--- config.mk ---
export PLATFORM = sky130hd
export DESIGN_NAME = adc_serial_reader
export DESIGN_NICKNAME = d
export VERILOG_FILES = /design/src/rtl/adc_serial_reader.sv
export SDC_FILE = /design/constraint.sdc
export NUM_CORES = 1
export LEC_CHECK = 0
export CAP_MARGIN = 30
export CORE_UTILIZATION = 48
export DETAILED_ROUTE_END_ITERATION = 10
export PLACE_DENSITY = 0.76
export RECOVER_POWER = 25
export SLEW_MARGIN = 20
export SYNTH_ARGS = -nofsm -noshare
export SYNTH_HDL_FRONTEND = slang
export SYNTH_SLANG_ARGS = --single-unit
--- constraint.sdc ---
create_clock -name CLOCK_50 -period 2.1 [get_ports CLOCK_50]
set_clock_uncertainty 0.05 [all_clocks]
set_input_delay 0.63 -clock CLOCK_50 [delete_from_list [all_inputs] [get_ports CLOCK_50]]
set_output_delay 0.63 -clock CLOCK_50 [all_outputs]
set_load 0.005 [all_outputs]
--- src/rtl/adc_serial_reader.sv ---
// adc_serial_reader
//   Runs one conversion frame on a 3-wire SPI-style ADC, such as the
//   ADC128S022 on DE-series boards.
//   For each frame it:
//     - sends the 3-bit mux address on adcDin during SCLK periods 2..4;
//     - shifts in FRAME_BITS bits from adcDout, MSB first;
//     - keeps the low DATA_BITS bits of that frame as the result.
//
// Parameters
//   HALF_DIV   : CLOCK_50 cycles per SCLK half period (1..255)
//   DATA_BITS  : result width, taken from the LSB end of the frame
//   FRAME_BITS : SCLK periods per frame (>= DATA_BITS+3)
//
// Ports
//   CLOCK_50    in   system clock
//   resetN      in   synchronous active-low reset
//   start       in   conversion request, accepted only while idle
//   channel[3]  in   mux address, latched when start is accepted
//   adcDout     in   serial data from the ADC
//   adcCsN      out  chip select, active low
//   adcSclk     out  serial clock, idles high
//   adcDin      out  serial address bits to the ADC
//   sample      out  last completed result, held between conversions
//   sampleValid out  one-cycle pulse when sample updates
//   busy        out  high whenever a frame is in progress
module adc_serial_reader #(
  parameter int HALF_DIV   = 2,
  parameter int DATA_BITS  = 12,
  parameter int FRAME_BITS = 16
) (
  input  logic                 CLOCK_50,
  input  logic                 resetN,
  input  logic                 start,
  input  logic [2:0]           channel,
  input  logic                 adcDout,
  output logic                 adcCsN,
  output logic                 adcSclk,
  output logic                 adcDin,
  output logic [DATA_BITS-1:0] sample,
  output logic                 sampleValid,
  output logic                 busy
);

  localparam int HW = $clog2(HALF_DIV) + 1;
  localparam int PW = $clog2(FRAME_BITS) + 1;
  localparam logic [HW-1:0] H_LAST = HW'(HALF_DIV - 1);
  localparam logic [PW-1:0] P_LAST = PW'(FRAME_BITS - 1);

  typedef enum logic [1:0] {IDLE, SETUP, SHIFT, DONE} state_t;

  state_t               state;
  logic [HW-1:0]        halfCnt;
  logic [PW-1:0]        perCnt;
  logic [2:0]           chanReg;
  logic [DATA_BITS-1:0] shiftReg;

  // Address bit presented while SCLK is low in period p.
  // The ADC samples this bit on the following rising edge.
  function automatic logic addrBit(input logic [PW-1:0] p, input logic [2:0] ch);
    logic b;
    b = 1'b0;
    if (p == PW'(2)) b = ch[2];
    if (p == PW'(3)) b = ch[1];
    if (p == PW'(4)) b = ch[0];
    return b;
  endfunction

  always_ff @(posedge CLOCK_50) begin
    if (!resetN) begin
      state       <= IDLE;
      halfCnt     <= '0;
      perCnt      <= '0;
      chanReg     <= '0;
      shiftReg    <= '0;
      adcCsN      <= 1'b1;
      adcSclk     <= 1'b1;
      adcDin      <= 1'b0;
      sample      <= '0;
      sampleValid <= 1'b0;
      busy        <= 1'b0;
    end else begin
      sampleValid <= 1'b0;
      case (state)
        IDLE: begin
          adcCsN  <= 1'b1;
          adcSclk <= 1'b1;
          adcDin  <= 1'b0;
          halfCnt <= '0;
          perCnt  <= '0;
          if (start) begin
            chanReg  <= channel;
            shiftReg <= '0;
            adcCsN   <= 1'b0;
            busy     <= 1'b1;
            state    <= SETUP;
          end
        end
        SETUP: begin
          if (halfCnt == H_LAST) begin
            // The first falling SCLK edge opens period 0.
            halfCnt <= '0;
            perCnt  <= '0;
            adcSclk <= 1'b0;
            adcDin  <= addrBit('0, chanReg);
            state   <= SHIFT;
          end else begin
            halfCnt <= halfCnt + 1'b1;
          end
        end
        SHIFT: begin
          if (halfCnt != H_LAST) begin
            halfCnt <= halfCnt + 1'b1;
          end else begin
            halfCnt <= '0;
            if (!adcSclk) begin
              // End of the low phase: SCLK rises, so capture the data bit.
              // Keeping only DATA_BITS bits drops the leading frame bits.
              adcSclk  <= 1'b1;
              shiftReg <= {shiftReg[DATA_BITS-2:0], adcDout};
            end else if (perCnt == P_LAST) begin
              // Last high phase is done. SCLK stays high and CS is released.
              adcCsN <= 1'b1;
              adcDin <= 1'b0;
              state  <= DONE;
            end else begin
              perCnt  <= perCnt + 1'b1;
              adcSclk <= 1'b0;
              adcDin  <= addrBit(perCnt + 1'b1, chanReg);
            end
          end
        end
        DONE: begin
          if (halfCnt == '0) begin
            sample      <= shiftReg;
            sampleValid <= 1'b1;
          end
          if (halfCnt == H_LAST) begin
            halfCnt <= '0;
            busy    <= 1'b0;
            state   <= IDLE;
          end else begin
            halfCnt <= halfCnt + 1'b1;
          end
        end
        default: state <= IDLE;
      endcase
    end
  end

endmodule

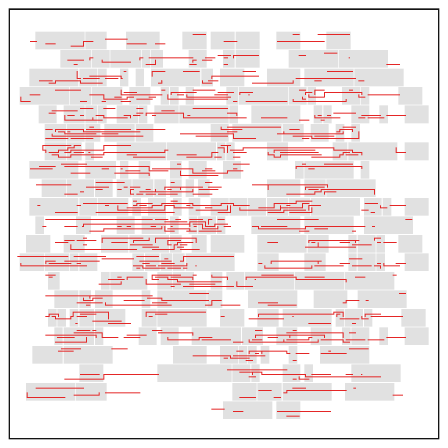
met1.png
Cells faint in the background.
longest straight run	15.6 um
main direction	horizontal
nets with wire on the layer	210
wire length on this layer	1,550 um
share of all routed wire	44%
met1 Resource Use GR: 20.81%
Final Routed Wirelength: 3502 um
detailed-route via count: 1,461

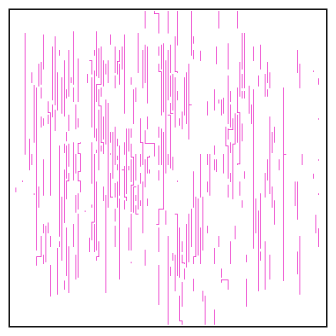
met2.png
nets with wire on the layer	204
main direction	vertical
share of all routed wire	49%
wire length on this layer	1,730 um
met2 usage: 34.95%

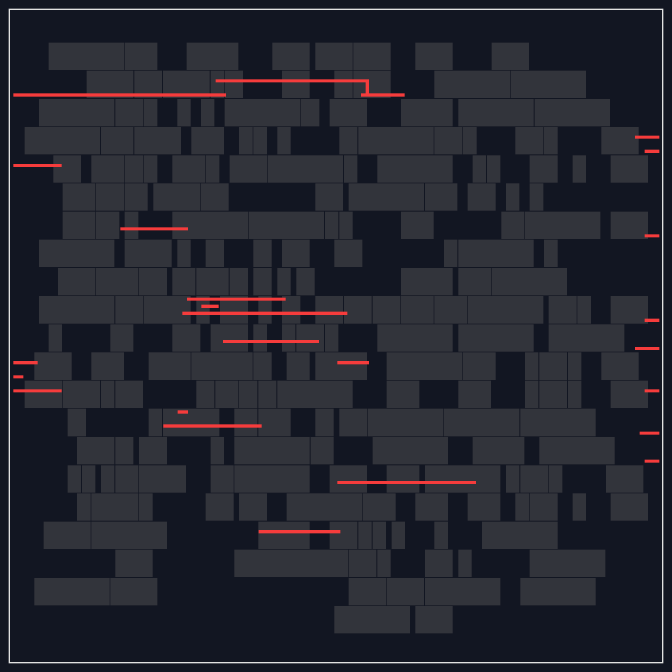
met3.png
Cells faint in the background.
longest straight run	20.2 um
wire length on this layer	137 um
met3 routing resource usage after global routing: 5.474%

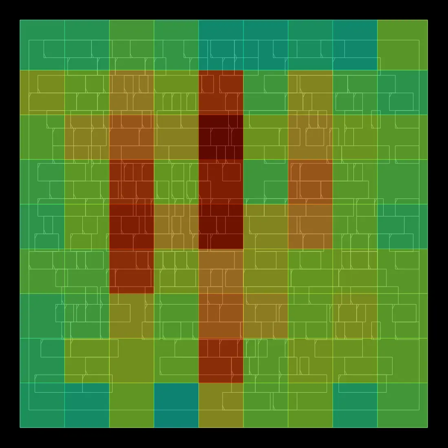
final_congestion.png
routed length per placed instance: 12.83 um
Top Usage Layer GRT: met2
global-route usage over all layers: 19.44%
post-route core utilization: 65.25%

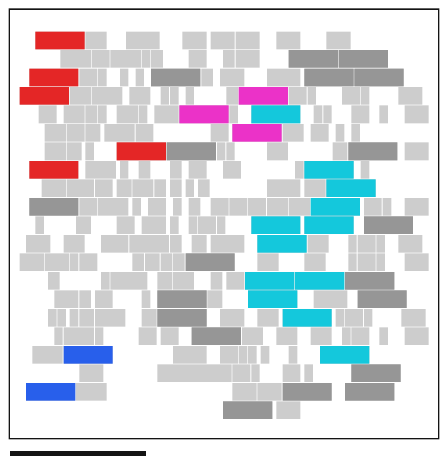
registers.png
Bar = 20 um.
colour	netlist name	flops
red	perCnt	5
cyan	shiftReg	12
magenta	chanReg	3
blue	state	2
reported sequential group power: 0.000870 W
area of all sequential standard cells: 820.8 um^2
share of the final layout cell area in sequential cells: 36.55%

==> flow_summary.toml <==
# synthesis and place-and-route metrics
[status]
status = "finished clean"

[final_timing]
finalMaxSlewViolations = 0
slew_headroom_pct = 67.03
fmaxAchievable_ghz = 0.4904
post_route_minimum_period_ns = 2.039
endpoints_failing_setup = 0
rsz0062_at_grt = "yes"
finalCritPeriodShare_pct = 97.11
worst_case_setup_margin_in_the_final_layout_ns = 0.06071
fin_setup_tns_ns = 0

[final_layout]
layout.nets = 242
num_antenna_cells = 0
area_dominant_class = "multi-input combinational cells"
final_common_cell = "sky130_fd_sc_hd__dfxtp_1"
combined_area_of_the_multi_input_logic_cells_um2 = 892.1
final_design_area_excluding_fillers_um2 = 2246
layout.cells.most_common_list = "sky130_fd_sc_hd__dfxtp_1 (41), sky130_fd_sc_hd__nand2_1 (40), sky130_fd_sc_hd__clkdlybuf4s50_1 (23)"
comb_area_share_pct = 39.72
layout.sequential_cells = 41
multiin_comb = 134
non_clock_inverter_count = 8
area.growth.synth_to_final_pct = 25.96
layout-drive-gt1-share_pct = 11.89

[synth]
syn-mean-instance-area_um2 = 9.191
synth_warnings = 0
netlist_top_cells_area = "sky130_fd_sc_hd__dfxtp_1 (46%), sky130_fd_sc_hd__nand2_1 (8.4%), sky130_fd_sc_hd__a21boi_0 (6.7%)"
synth_async_reset_ratio_pct = 0
yosys.cell_types.count = 39
ys_cells = 194
syn-instance-count = 194
synth_area_um2 = 1783
netlist.area_leader.share_pct = 46.04
post-synth-top-area-cell = "sky130_fd_sc_hd__dfxtp_1"
yosysSeqAreaShare_pct = 46.04
ys_top_cells_by_count = "sky130_fd_sc_hd__dfxtp_1 (41), sky130_fd_sc_hd__nand2_1 (40), sky130_fd_sc_hd__a21boi_0 (16)"
floorplan.nets = 210
synth_top_cell_by_count = "sky130_fd_sc_hd__dfxtp_1"

[setup_path]
critPathRequiredTime_ns = 1.42
crit_buf_inv = 1
worst_setup_path_startpoint = "adcSclk"
kind_of_cell_with_the_highest_combined_delay_on_the_critical_path = "buffers and inverters"
timing.critical_path.from_type = "register"
reg2regPathDepth = 7
critical_path_peak_fanout = 8
cpMaxStageDelayCell = "sky130_fd_sc_hd__clkdlybuf4s50_1"
critical_path_depth = 1
endpoint_kind = "output pin"
critical-path-max-stage-delay_ns = 0.56
worstSetupPathType = "register to output pin"
cp_data_arrival_time_ns = 1.36
r2r-start = "perCnt[0]"

[power_and_ir_drop]
p_clk_w = 0.000653
power.switching_w = 0.0006443
p_comb_w = 0.000596
pwr-share-seq_pct = 41.1
switching_share_pct = 30.41
total_leakage_power_nw = 0.8413
clock_power_share_pct = 30.8
vdd.ir_drop.worst_uv = 584.6

[route]
detailedRoute.firstPassIterationCount = 4
met1Wirelength_um = 1553
dr_wl_met2_um = 1728
met3RoutedLength_um = 137

[die]
std_cell_rows = 21
core_region_area_um2 = 3442
well_tap_count = 46
die_w_um = 62.95
num_io_pins = 24
floorplan.core_util_pct = 51.80

[placed_design]
dp_worst_setup_slack_ns = 0.03369
port_buffers = 23
placed_cell_area_um2 = 2117
globalplace.congestion = 0.8605
post-dp-hpwl_um = 2547
placed_cells = 265

[min_path]
worstHoldStart = "sample[5]"
min_to = "sample[5]"
worstHoldPathType = "register to register"

[cts]
worst_skew_pair.late_latency_ns = 0.29
clockBufferDepth = 2
cts_made_buffers = 5
cts_num_sinks = 41
clk_root_buffer_cell = "sky130_fd_sc_hd__clkbuf_8"
cts_htree_levels = 2
clock_transition_time_at_the_flip_flop_clock_pins_of_the_worst_setup_and_hold_paths_ns = 0.08

[grt]
antenna_violations_before_repair = 0
grt_max_degree = 29
first_global_vias = 1411

[flow_run]
cap_viol_max_count = 0
kinds of logic (layout without fill, tap and decap cells):
group / count (synthesis) / in the layout / synth area share [%]
buffers and inverters: 19 / 52 / 4.562
XOR/XNOR: 2 / 2 / 0.9826
AND-OR/OR-AND: 51 / 51 / 21.47
AND/OR/NAND/NOR: 68 / 68 / 18.32
multiplexers: 4 / 4 / 2.316
adder cells (fa/ha/maj): 9 / 9 / 6.316
flip-flops: 41 / 41 / 46.04
timing repair:
item,in CTS,in global routing
hold buffers,0,0
setup buffers,0,0
endpoints found under the setup margin,0,5
resized,0,2
sequential cells by signal, indices dropped and copies added, names as in the netlist, 2 cells and up:
register,cells
state,2
shiftReg,12
perCnt,5
sample,12
halfCnt,2
chanReg,3
Power and IR drop assume default switching activity.
